`src/rtl/cc_speedtimer.sv`:
```
// Programmable-speed tick generator: a free-running counter compared against a
// per-level threshold (BASE >> level, floor 1), giving a one-cycle active-low tick.
module cc_speedtimer #(
  parameter int DATAWIDTH  = 23,
  parameter int BASE       = 1023,
  parameter int LEVELS     = 4,
  parameter int LEVELWIDTH = 2
) (
  input  logic                  CC_SPEEDTIMER_CLOCK_50,
  input  logic                  CC_SPEEDTIMER_RESET_InHigh,
  input  logic                  CC_SPEEDTIMER_enable_InHigh,
  input  logic                  CC_SPEEDTIMER_clear_InHigh,
  input  logic                  CC_SPEEDTIMER_speedup_InHigh,
  input  logic                  CC_SPEEDTIMER_speeddown_InHigh,
  output logic                  CC_SPEEDTIMER_T0_OutLow,
  output logic [LEVELWIDTH-1:0] CC_SPEEDTIMER_level_OutBUS,
  output logic [DATAWIDTH-1:0]  CC_SPEEDTIMER_count_OutBUS
);

  localparam int TABLESIZE = 2 ** LEVELWIDTH;

  logic [DATAWIDTH-1:0]  countReg, countNext;
  logic [LEVELWIDTH-1:0] levelReg, levelNext;
  logic                  t0Reg, t0Next;
  logic [DATAWIDTH-1:0]  thr;
  logic                  upValid, downValid;

  // Threshold per level is a constant; level codes beyond LEVELS-1 are unreachable.
  logic [TABLESIZE-1:0][DATAWIDTH-1:0] thrTable;

  generate
    for (genvar gi = 0; gi < TABLESIZE; gi++) begin : gThr
      localparam logic [DATAWIDTH-1:0] SHIFTED = DATAWIDTH'(BASE) >> gi;
      assign thrTable[gi] = (SHIFTED == '0) ? DATAWIDTH'(1) : SHIFTED;
    end
  endgenerate

  assign thr = thrTable[levelReg];

  assign upValid   = CC_SPEEDTIMER_speedup_InHigh && !CC_SPEEDTIMER_speeddown_InHigh &&
                     (levelReg < LEVELWIDTH'(LEVELS - 1));
  assign downValid = CC_SPEEDTIMER_speeddown_InHigh && !CC_SPEEDTIMER_speedup_InHigh &&
                     (levelReg != '0);

  always_comb begin
    countNext = countReg;
    levelNext = levelReg;
    t0Next    = 1'b1;
    if (CC_SPEEDTIMER_clear_InHigh) begin
      countNext = '0;
    end else if (upValid) begin
      // A level change restarts the period and suppresses any due tick.
      levelNext = levelReg + LEVELWIDTH'(1);
      countNext = '0;
    end else if (downValid) begin
      levelNext = levelReg - LEVELWIDTH'(1);
      countNext = '0;
    end else if (CC_SPEEDTIMER_enable_InHigh) begin
      if (countReg == thr) begin
        countNext = '0;
        t0Next    = 1'b0;
      end else begin
        countNext = countReg + DATAWIDTH'(1);
      end
    end
  end

  always_ff @(posedge CC_SPEEDTIMER_CLOCK_50 or posedge CC_SPEEDTIMER_RESET_InHigh) begin
    if (CC_SPEEDTIMER_RESET_InHigh) begin
      countReg <= '0;
      levelReg <= '0;
      t0Reg    <= 1'b1;
    end else begin
      countReg <= countNext;
      levelReg <= levelNext;
      t0Reg    <= t0Next;
    end
  end

  assign CC_SPEEDTIMER_T0_OutLow    = t0Reg;
  assign CC_SPEEDTIMER_level_OutBUS = levelReg;
  assign CC_SPEEDTIMER_count_OutBUS = countReg;

endmodule

```
`config.mk`:
```
export PLATFORM = sky130hd
export DESIGN_NAME = cc_speedtimer
export DESIGN_NICKNAME = d
export VERILOG_FILES = /design/src/rtl/cc_speedtimer.sv
export SDC_FILE = /design/constraint.sdc
export NUM_CORES = 1
export LEC_CHECK = 0
export CELL_PAD_IN_SITES_DETAIL_PLACEMENT = 1
export CELL_PAD_IN_SITES_GLOBAL_PLACEMENT = 1
export CORE_MARGIN = 3
export CORE_UTILIZATION = 37
export CTS_CLUSTER_SIZE = 12
export DETAILED_ROUTE_END_ITERATION = 6
export MAX_ROUTING_LAYER = met4
export PLACE_DENSITY_LB_ADDON = 0.08
export SLEW_MARGIN = 20
export SYNTH_ARGS = -nofsm -noshare
export SYNTH_HDL_FRONTEND = slang
export SYNTH_SLANG_ARGS = --single-unit
```
`constraint.sdc`:
```
create_clock -name CC_SPEEDTIMER_CLOCK_50 -period 2.2 [get_ports CC_SPEEDTIMER_CLOCK_50]
set_input_delay 0.22 -clock CC_SPEEDTIMER_CLOCK_50 [delete_from_list [all_inputs] [get_ports CC_SPEEDTIMER_CLOCK_50]]
set_output_delay 0.22 -clock CC_SPEEDTIMER_CLOCK_50 [all_outputs]
set_load 0.03 [all_outputs]
```
==> flow_metrics.env, run 1 <==
# physical design summary
export IMPL_status="complete, no violations"
export IMPL_cp_cell_sequence="ha_1 -> and3_4 -> or3b_4 -> buf_4 -> or3_1 -> a21oi_1"
export IMPL_fillerInstances=451
export IMPL_chipHeight_um=69.1
export IMPL_relSlewSlack_pct=64.5
export IMPL_combGateArea_um2=766
export IMPL_wl_per_cell_um=16.9
export IMPL_die_area_um2=4780
export IMPL_warnings=26
export IMPL_synth_area_um2=1470
export IMPL_worstPathMaxFanout=6
export IMPL_ys_warn_count=0
export IMPL_grt_overflow_total=0
export IMPL_diodes=0
export IMPL_fin_skew_ps=1.69
export IMPL_yosys_most_used_dff="dfrtp_1"
export IMPL_cp_start_kind="register"
export IMPL_worstPathArrival_ps=2230
export IMPL_path_clk_slew_ps=90
export IMPL_clk_latency_ps=270
export IMPL_core_area_um2=3740
export IMPL_portBuffers=31
export IMPL_layout_top_cell="clkdlybuf4s50_1"
export IMPL_grt_usage_pct=19.3
export IMPL_critPathKind="reg2reg"
export IMPL_critPathCaptureType="register"
export IMPL_syn_inst=168
export IMPL_cp_slowest_cell="dfrtp_1"
export IMPL_detail_route_vias_per_cell=5.74
export IMPL_dpl_instance_area_um2=1890
export IMPL_tightest_slew_ps=532
export IMPL_synth_chip_area_um2=1470
export IMPL_seqCellArea_um2=652
export IMPL_first_global_vias=1489
export IMPL_antenna_left=0
export IMPL_syn_to_final_growth_pct=32.2
export IMPL_cts_tree="yes"
export IMPL_finalPower_mw=0.991
export IMPL_initCoreUtil_pct=39.4
export IMPL_drc=0
export IMPL_p_per_area_nw_per_um2=509
export IMPL_synth_distinct_cells=37
## run 1: registers in the layout, indices dropped and copies added (netlist names)
register,cells
CC_SPEEDTIMER_T0_OutLow,1
CC_SPEEDTIMER_count_OutBUS,23
CC_SPEEDTIMER_level_OutBUS,2
## run 1: synthesized netlist by cell type (5+ instances only)
library cell | instances | area, µm²
a21oi_1 | 13 | 65.1
buf_2 | 5 | 25.0
dfrtp_1 | 25 | 626
nand2_1 | 16 | 60.1
nand3_1 | 6 | 30.0
nand4_1 | 7 | 43.8
nor2_1 | 19 | 71.3
nor3_1 | 7 | 35.0
o21ai_0 | 10 | 50.1
xor2_1 | 10 | 87.6
## run 1: layout make-up
type,count,share of cell area [%]
clock buffer,4,2.83
multi-input combinational,129,39.3
tap,48,3.08
sequential,26,33.5
inverter,4,0.771
timing repair buffer,43,20.6
## run 1: repair_timing
item / CTS / global route
endpoints found under the hold margin: 0 / 0
endpoints found under the setup margin: 0 / 2
resized: 0 / 1
hold buffers: 0 / 0
buffers inserted: 0 / 0
## run 1: per-layer routing
metal | routed length, µm | vias to the layer above
met3 | 134 | 5
met2 | 2080 | 36
met4 | 41 | 0
met1 | 2030 | 730
li1 | - | 686
met5 | 0 | -
## run 1: logic make-up after synthesis
family | count (synthesis) | synth area share (%)
adders and majority gates | 1 | 0.849
and+or+nand+nor | 77 | 27.0
buffers and inverters | 13 | 3.99
DFF | 26 | 44.2
AOI/OAI and AO/OA | 37 | 15.6
xor gates and xnor gates | 14 | 8.32
## run 1: worst min-delay path: cells and delay by family
kind,cells,cell delay (ps)
buffers and inverters,3,770
## run 1: path summary, 6_finish.rpt
check                                                    startpoint                             end  slack [ps]  cells past startpoint
worst max-delay path                  CC_SPEEDTIMER_count_OutBUS[1]  CC_SPEEDTIMER_count_OutBUS[12]         160                      6
worst min register to register       CC_SPEEDTIMER_count_OutBUS[22]  CC_SPEEDTIMER_count_OutBUS[22]         590                      2
worst min-delay path                     CC_SPEEDTIMER_RESET_InHigh  CC_SPEEDTIMER_count_OutBUS[11]         300                      3
max in group asynchronous                CC_SPEEDTIMER_RESET_InHigh         CC_SPEEDTIMER_T0_OutLow        1600                      3
min in group CC_SPEEDTIMER_CLOCK_50  CC_SPEEDTIMER_count_OutBUS[22]  CC_SPEEDTIMER_count_OutBUS[22]         590                      2
worst max register to register        CC_SPEEDTIMER_count_OutBUS[1]  CC_SPEEDTIMER_count_OutBUS[12]         160                      6
## run 1: per-stage QoR
| step | utilization [%] | setup WS (ps) | std cells | hold WS, ps |
|---|---|---|---|---|
| after floorplan | - | 74.8 | 168 | 259 |
| after global placement | 50.5 | 103 | 250 | 553 |
| after detailed placement | 50.5 | 36.9 | 250 | 582 |
| after CTS | 52.0 | 90.3 | 254 | 314 |
| after global routing | 52.0 | 41.5 | 254 | 322 |
| final | 52.0 | 160 | 254 | 303 |
## run 1: where the power goes
part           total (mW)  switching [mW]  internal [mW]  leakage [nW]
registers           0.494         0.00618          0.488         0.357
logic               0.182           0.110         0.0721         0.381
clock network       0.315           0.155          0.160        0.0288
Figure 1. Logic cells by family (run 1).
Drawn at 6 px/µm.
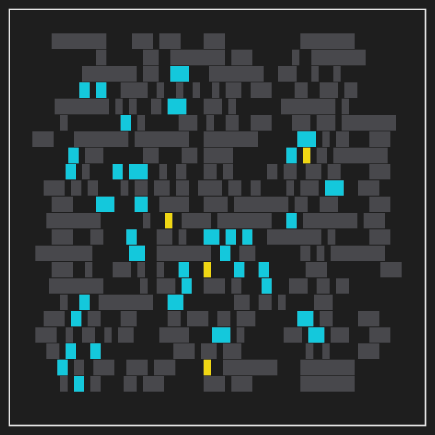
yellow -> inverters  # cells 4
cyan -> inverting AOI/OAI gates  # cells 36

Figure 2. Met2 routing (run 1).
Drawn at 4 px/µm.
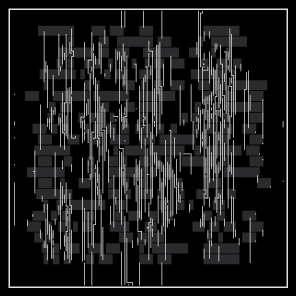
longest straight run = 28.2 µm
main direction = vertical

Figure 3. Met3 routing (run 1).
Drawn at 4 px/µm.
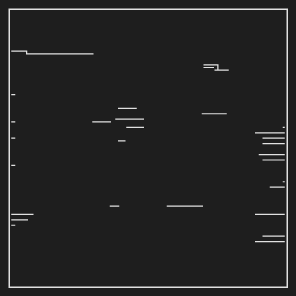
wire length on this layer = 135 µm
nets with wire on the layer = 25
main direction = horizontal
share of all routed wire = 3.2%
final wirelength: 4.28 mm
met3 usage: 2.19%
vias: 1457

==> inputs of run 2 (changes only) <==
--- a/config.mk
+++ b/config.mk
@@ -17,3 +17,4 @@
 export SYNTH_ARGS = -nofsm -noshare
 export SYNTH_HDL_FRONTEND = slang
 export SYNTH_SLANG_ARGS = --single-unit
+export TNS_END_PERCENT = 30
Figure 4. Logic cells by family (run 2).
Drawn at 6 px/µm.
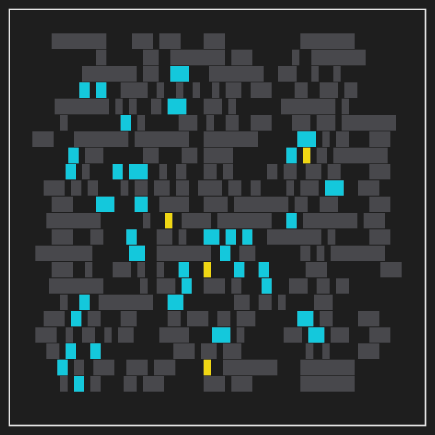
yellow -> inverters  # cells 4
cyan -> inverting AOI/OAI gates  # cells 36
fin cells: 254
most numerous logic cell after layout: clkdlybuf4s50_1

Figure 5. Sizing map (run 2).
Drawn at 6 px/µm.
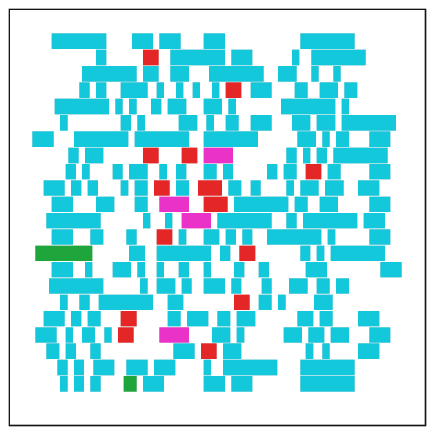
red -> drive 3 to 4  # cells 14, share 6.8%
magenta -> drive 6 and up  # cells 4, share 1.9%
green -> drive 2  # cells 2, share 0.97%
cyan -> drive 1 or less  # cells 186, share 90%
synth-to-layout area growth: 32.2%
post-route setup slack: 160 ps
bufs w/o clock: 43
fin area: 1950 µm²

==> run 2 against run 1 <==
Effect of this change: die area is the same; sequential power is essentially flat; final area did not move; register-to-register slack hardly changed; synthesized cell count is the same; fmax unchanged; combinational power about the same; power unchanged; largest power group unchanged.
==> flow_metrics.env, run 2 <==
# physical design summary
export IMPL_status="complete, no violations"
export IMPL_cts_made_buffers=3
export IMPL_clockPowerShare_pct=31.8
export IMPL_chipHeight_um=69.1
export IMPL_p_per_area_nw_per_um2=509
export IMPL_portBuffers=31
export IMPL_ys_sh_mux_pct=0
export IMPL_seqPwrFrac_pct=49.8
export IMPL_xor_area_share_pct=8.32
export IMPL_ys_sh_simple_pct=27.0
export IMPL_grt_overflow_total=0
export IMPL_clock_fmax_mhz=490
export IMPL_yosysTopAreaCell="dfrtp_1"
export IMPL_finalWirelength_mm=4.28
export IMPL_path_clk_slew_ps=90
export IMPL_yosys_most_used_dff="dfrtp_1"
export IMPL_synth_distinct_cells=37
export IMPL_synth_adder_area_share_pct=0.849
export IMPL_swShare_pct=27.4
export IMPL_cp_cell_sequence="ha_1 -> and3_4 -> or3b_4 -> buf_4 -> or3_1 -> a21oi_1"
export IMPL_wl_per_cell_um=16.9
export IMPL_ir_worst_vdd_mv=0.240
export IMPL_initCoreUtil_pct=39.4
export IMPL_detail_route_vias_per_cell=5.74
export IMPL_grt_usage_pct=19.3
export IMPL_fin_skew_ps=1.69
export IMPL_synth_edff_count=0
export IMPL_timing_setup_tns_ps=0
export IMPL_relSlewSlack_pct=64.5
export IMPL_synth_most_common_cell="dfrtp_1"
export IMPL_cts_tree="yes"
export IMPL_gp_congestion=0.780
export IMPL_aoi_share_pct=15.6
export IMPL_critical_path_max_stage_delay_ps=420
export IMPL_common_cells="dfrtp_1 (25), nor2_1 (19), nand2_1 (16)"
export IMPL_required_ps=2390
export IMPL_place_ws_ps=36.9
export IMPL_cts_sinks=26
export IMPL_warnings=26
export IMPL_cp_slowest_cell="dfrtp_1"
export IMPL_cts_hold_buf=0
export IMPL_top_logic_kind="simple AND/OR/NAND/NOR gates"
export IMPL_period_used_pct=92.7
export IMPL_top_level_ports=32
export IMPL_leakage_nw=0.767
export IMPL_largest_register_ffs=23
export IMPL_tightest_slew_ps=532
export IMPL_power_frac_comb_pct=18.4
export IMPL_drv_slew=0
export IMPL_worstPathMaxFanout=6
export IMPL_first_global_vias=1489
export IMPL_die_area_um2=4780
export IMPL_worstPathArrival_ps=2230
export IMPL_synth_area_um2=1470
export IMPL_fp_dieW_um=69.1
export IMPL_antenna_found_initial=0
export IMPL_synth_chip_area_um2=1470
export IMPL_final_cell_mix="clkdlybuf4s50_1 (31), dfrtp_1 (25), nor2_1 (19)"
export IMPL_ys_warn_count=0
export IMPL_antenna_left=0
export IMPL_hold_viol_final=0
export IMPL_finalPower_mw=0.991
export IMPL_layout_nets=214
export IMPL_ys_flops=26
export IMPL_cp_start_kind="register"
export IMPL_drc=0
export IMPL_top_cell_area_share_pct=42.4
export IMPL_critPathCaptureType="register"
export IMPL_ys_top_cells_by_area="dfrtp_1 (42%), xor2_1 (5.9%), nor2_1 (4.8%), a21oi_1 (4.4%), nand2_1 (4.1%)"
export IMPL_syn_inst=168
export IMPL_vias=1457
export IMPL_clk_latency_ps=270
export IMPL_p_switching_mw=0.271
export IMPL_postCtsSetupBuffers=0
export IMPL_diodes=0
export IMPL_core_area_um2=3740
export IMPL_intPower_mw=0.720
export IMPL_critPathKind="reg2reg"
==> run 2: cell counts in the layout (fill, tap and decap cells not counted) <==
No cell type changed its count.
==> run 2: stage by stage <==
stage / hold slack [ps] / util [%] / instance area [µm²] / instances
2_1_floorplan: 259 / - / 1470 / 168
3_3_place_gp: 553 / 50.5 / 1890 / 250
3_5_place_dp: 582 / 50.5 / 1890 / 250
4_1_cts: 314 / 52.0 / 1950 / 254
5_1_grt: 322 / 52.0 / 1950 / 254
6_report: 303 / 52.0 / 1950 / 254
==> run 2: final cells by class <==
cell class	instances	area [µm²]
clock buffer	4	55.1
fill	451	1800
timing repair buffer	43	400
sequential	26	652
tap	48	60.1
multi-input combinational	129	766
inverter	4	15.0
==> run 2: worst max-delay path, delay by kind of cell, from the launching register on <==
kind | cells | cell delay (ps)
AND/OR/NAND/NOR | 3 | 990
adder cells (fa/ha/maj) | 1 | 240
flip-flops | 1 | 420
AND-OR/OR-AND | 1 | 160
buffers and inverters | 1 | 160
==> run 2: metal layers <==
layer / vias to the layer above / wire length [µm] / GRT usage, %
met5: - / 0 / -
met4: 0 / 41 / 5.21
met3: 5 / 134 / 2.19
met2: 36 / 2080 / 32.0
met1: 730 / 2030 / 25.0
li1: 686 / - / -
==> run 2: final timing paths <==
kind	from	to	slack (ps)	cells past startpoint
min reg2reg	CC_SPEEDTIMER_count_OutBUS[22]	CC_SPEEDTIMER_count_OutBUS[22]	590	2
max	CC_SPEEDTIMER_count_OutBUS[1]	CC_SPEEDTIMER_count_OutBUS[12]	160	6
max reg2reg	CC_SPEEDTIMER_count_OutBUS[1]	CC_SPEEDTIMER_count_OutBUS[12]	160	6
min in group CC_SPEEDTIMER_CLOCK_50	CC_SPEEDTIMER_count_OutBUS[22]	CC_SPEEDTIMER_count_OutBUS[22]	590	2
min	CC_SPEEDTIMER_RESET_InHigh	CC_SPEEDTIMER_count_OutBUS[11]	300	3
max in group asynchronous	CC_SPEEDTIMER_RESET_InHigh	CC_SPEEDTIMER_T0_OutLow	1600	3
==> run 2: kinds of logic (layout without fill, tap and decap cells) <==
family                   count (synthesis)  after routing
adder cells (fa/ha/maj)                  1              1
XOR/XNOR                                14             14
AND-OR/OR-AND                           37             37
buffers and inverters                   13             51
flip-flops                              26             26
AND/OR/NAND/NOR                         77             77
==> run 2: repair_timing <==
| action | in CTS | in global routing |
|---|---|---|
| gates resized | 0 | 1 |
| hold endpoints to repair | 0 | 0 |
| endpoints found under the setup margin | 0 | 2 |
==> run 2: power by group through the flow <==
stage	clock, mW	combinational [mW]	sequential (mW)
floorplan	0	0.0882	0.524
global placement	0	0.177	0.502
detailed placement	0	0.184	0.503
CTS	0.326	0.185	0.494
global route	0.349	0.201	0.495
finish	0.315	0.182	0.494
==> inputs of run 3 (changes only) <==
--- a/config.mk
+++ b/config.mk
@@ -5,6 +5,7 @@
 export SDC_FILE = /design/constraint.sdc
 export NUM_CORES = 1
 export LEC_CHECK = 0
+export CAP_MARGIN = 10
 export CELL_PAD_IN_SITES_DETAIL_PLACEMENT = 1
 export CELL_PAD_IN_SITES_GLOBAL_PLACEMENT = 1
 export CORE_MARGIN = 3
Figure 6. Met3 routing (run 3).
Drawn at 4 px/µm.
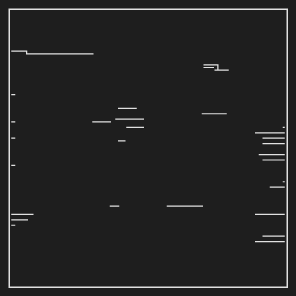
share of all routed wire = 3.2%
longest straight run = 16.6 µm
main direction = horizontal
nets with wire on the layer = 25
wire length on this layer = 135 µm

Figure 7. Logic cells by family (run 3).
Drawn at 6 px/µm.
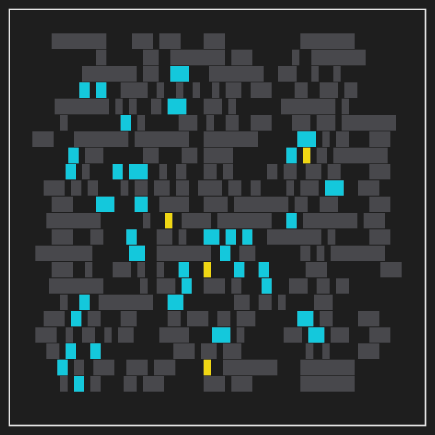
cyan -> inverting AOI/OAI gates  # cells 36
yellow -> inverters  # cells 4
Comb/total area: 39.3%

==> run 3 against run 2 <==
Effect of this change: final area is the same; flip-flop count unchanged; global-route usage is the same; clock power is essentially flat; sequential share of layout area did not move; combinational power about the same; power is the same; critical endpoint unchanged.
==> flow_metrics.env, run 3 <==
# physical design summary
export IMPL_cts_made_buffers=3
export IMPL_ys_async_sr_fraction_pct=100
export IMPL_finalPower_mw=0.991
export IMPL_top_logic_kind="simple AND/OR/NAND/NOR gates"
export IMPL_critPathKind="reg2reg"
export IMPL_stdcell_area_um2=1950
export IMPL_hold_viol_final=0
export IMPL_drc=0
export IMPL_warnings=26
export IMPL_cts_tree="yes"
export IMPL_p_per_area_nw_per_um2=509
export IMPL_relSlewSlack_pct=64.5
export IMPL_core_area_um2=3740
export IMPL_chipHeight_um=69.1
export IMPL_initCoreUtil_pct=39.4
export IMPL_setup_viol=0
export IMPL_placed_cells=250
export IMPL_yosys_most_used_dff="dfrtp_1"
export IMPL_synth_area_um2=1470
export IMPL_status="complete, no violations"
export IMPL_synth_adder_area_share_pct=0.849
export IMPL_common_cells="dfrtp_1 (25), nor2_1 (19), nand2_1 (16)"
export IMPL_synth_edff_count=0
export IMPL_clk_latency_ps=270
export IMPL_synth_distinct_cells=37
export IMPL_xor_area_share_pct=8.32
export IMPL_place_ws_ps=36.9
export IMPL_cp_cell_sequence="ha_1 -> and3_4 -> or3b_4 -> buf_4 -> or3_1 -> a21oi_1"
export IMPL_synth_chip_area_um2=1470
export IMPL_hold_ws_ps=303
export IMPL_period_used_pct=92.7
export IMPL_top_level_ports=32
export IMPL_ys_warn_count=0
export IMPL_worstPathMaxFanout=6
export IMPL_stdcell_count=254
export IMPL_final_cell_mix="clkdlybuf4s50_1 (31), dfrtp_1 (25), nor2_1 (19)"
export IMPL_syn_inst=168
export IMPL_postCtsSetupBuffers=0
export IMPL_timing_setup_tns_ps=0
export IMPL_tightest_slew_ps=532
export IMPL_first_global_vias=1489
export IMPL_cts_max_level=1
export IMPL_drv_slew=0
export IMPL_critical_path_max_stage_delay_ps=420
export IMPL_worstPathArrival_ps=2230
export IMPL_leakage_nw=0.767
export IMPL_cp_slowest_cell="dfrtp_1"
export IMPL_ys_flops=26
export IMPL_fin_crit_ps=2040
export IMPL_grt_usage_pct=19.3
export IMPL_ir_worst_vdd_mv=0.240
export IMPL_cp_start_kind="register"
export IMPL_wl_per_cell_um=16.9
export IMPL_fillerInstances=451
export IMPL_fp_dieW_um=69.1
export IMPL_layout_top_cell="clkdlybuf4s50_1"
export IMPL_yosysTopAreaCell="dfrtp_1"
export IMPL_fin_skew_ps=1.69
export IMPL_ys_sh_mux_pct=0
export IMPL_ys_top_cells_by_area="dfrtp_1 (42%), xor2_1 (5.9%), nor2_1 (4.8%), a21oi_1 (4.4%), nand2_1 (4.1%)"
export IMPL_detail_route_vias_per_cell=5.74
export IMPL_clock_fmax_mhz=490
export IMPL_gp_congestion=0.780
export IMPL_finalWirelength_mm=4.28
export IMPL_die_area_um2=4780
export IMPL_antenna_left=0
export IMPL_final_setup_worst_slack_ps=160
export IMPL_diodes=0
export IMPL_syn_to_final_growth_pct=32.2
export IMPL_largest_register_ffs=23
export IMPL_layout_nets=214
export IMPL_fp_nets=175
export IMPL_required_ps=2390
export IMPL_fin_util_pct=52.0
export IMPL_ys_sh_simple_pct=27.0
export IMPL_antenna_found_initial=0
export IMPL_synth_most_common_cell="dfrtp_1"
[run 3: per-layer routing]
| metal | track usage [%] | wire length, µm |
|---|---|---|
| met5 | - | 0 |
| met1 | 25.0 | 2030 |
| met4 | 5.21 | 41 |
| met2 | 32.0 | 2080 |
| met3 | 2.19 | 134 |
[run 3: where the power goes]
| part | total, mW | switching [mW] | internal (mW) |
|---|---|---|---|
| logic | 0.182 | 0.110 | 0.0721 |
| clock network | 0.315 | 0.155 | 0.160 |
| registers | 0.494 | 0.00618 | 0.488 |
[run 3: worst paths after layout]
kind | from | end | slack, ps | cells past startpoint
max | CC_SPEEDTIMER_count_OutBUS[1] | CC_SPEEDTIMER_count_OutBUS[12] | 160 | 6
min | CC_SPEEDTIMER_RESET_InHigh | CC_SPEEDTIMER_count_OutBUS[11] | 300 | 3
max reg2reg | CC_SPEEDTIMER_count_OutBUS[1] | CC_SPEEDTIMER_count_OutBUS[12] | 160 | 6
min reg2reg | CC_SPEEDTIMER_count_OutBUS[22] | CC_SPEEDTIMER_count_OutBUS[22] | 590 | 2
max in group asynchronous | CC_SPEEDTIMER_RESET_InHigh | CC_SPEEDTIMER_T0_OutLow | 1600 | 3
min in group CC_SPEEDTIMER_CLOCK_50 | CC_SPEEDTIMER_count_OutBUS[22] | CC_SPEEDTIMER_count_OutBUS[22] | 590 | 2
[run 3: repair_timing]
action / CTS / global route
resized: 0 / 1
endpoints found under the setup margin: 0 / 2
hold buffers: 0 / 0
[run 3: area by class of cell]
| cell class | instances | area, µm² | share of cell area (%) |
|---|---|---|---|
| clock buffers | 4 | 55.1 | 2.83 |
| inverters | 4 | 15.0 | 0.771 |
| multi-input cells | 129 | 766 | 39.3 |
| flip-flops and latches | 26 | 652 | 33.5 |
| well taps | 48 | 60.1 | 3.08 |
| repair buffers | 43 | 400 | 20.6 |
[run 3: cells by family after synthesis]
| group | count (synthesis) |
|---|---|
| simple gates | 77 |
| compound gates | 37 |
| buf+inv | 13 |
| fa+ha+maj | 1 |
| flops | 26 |
| xor+xnor | 14 |
[run 3: critical path, delay by kind of cell (launching register included)]
kind | cells | cell delay (ps)
compound gates | 1 | 160
fa+ha+maj | 1 | 240
flops | 1 | 420
buf+inv | 1 | 160
simple gates | 3 | 990
Power figures rest on the tool's default switching activity, not on a simulated workload.
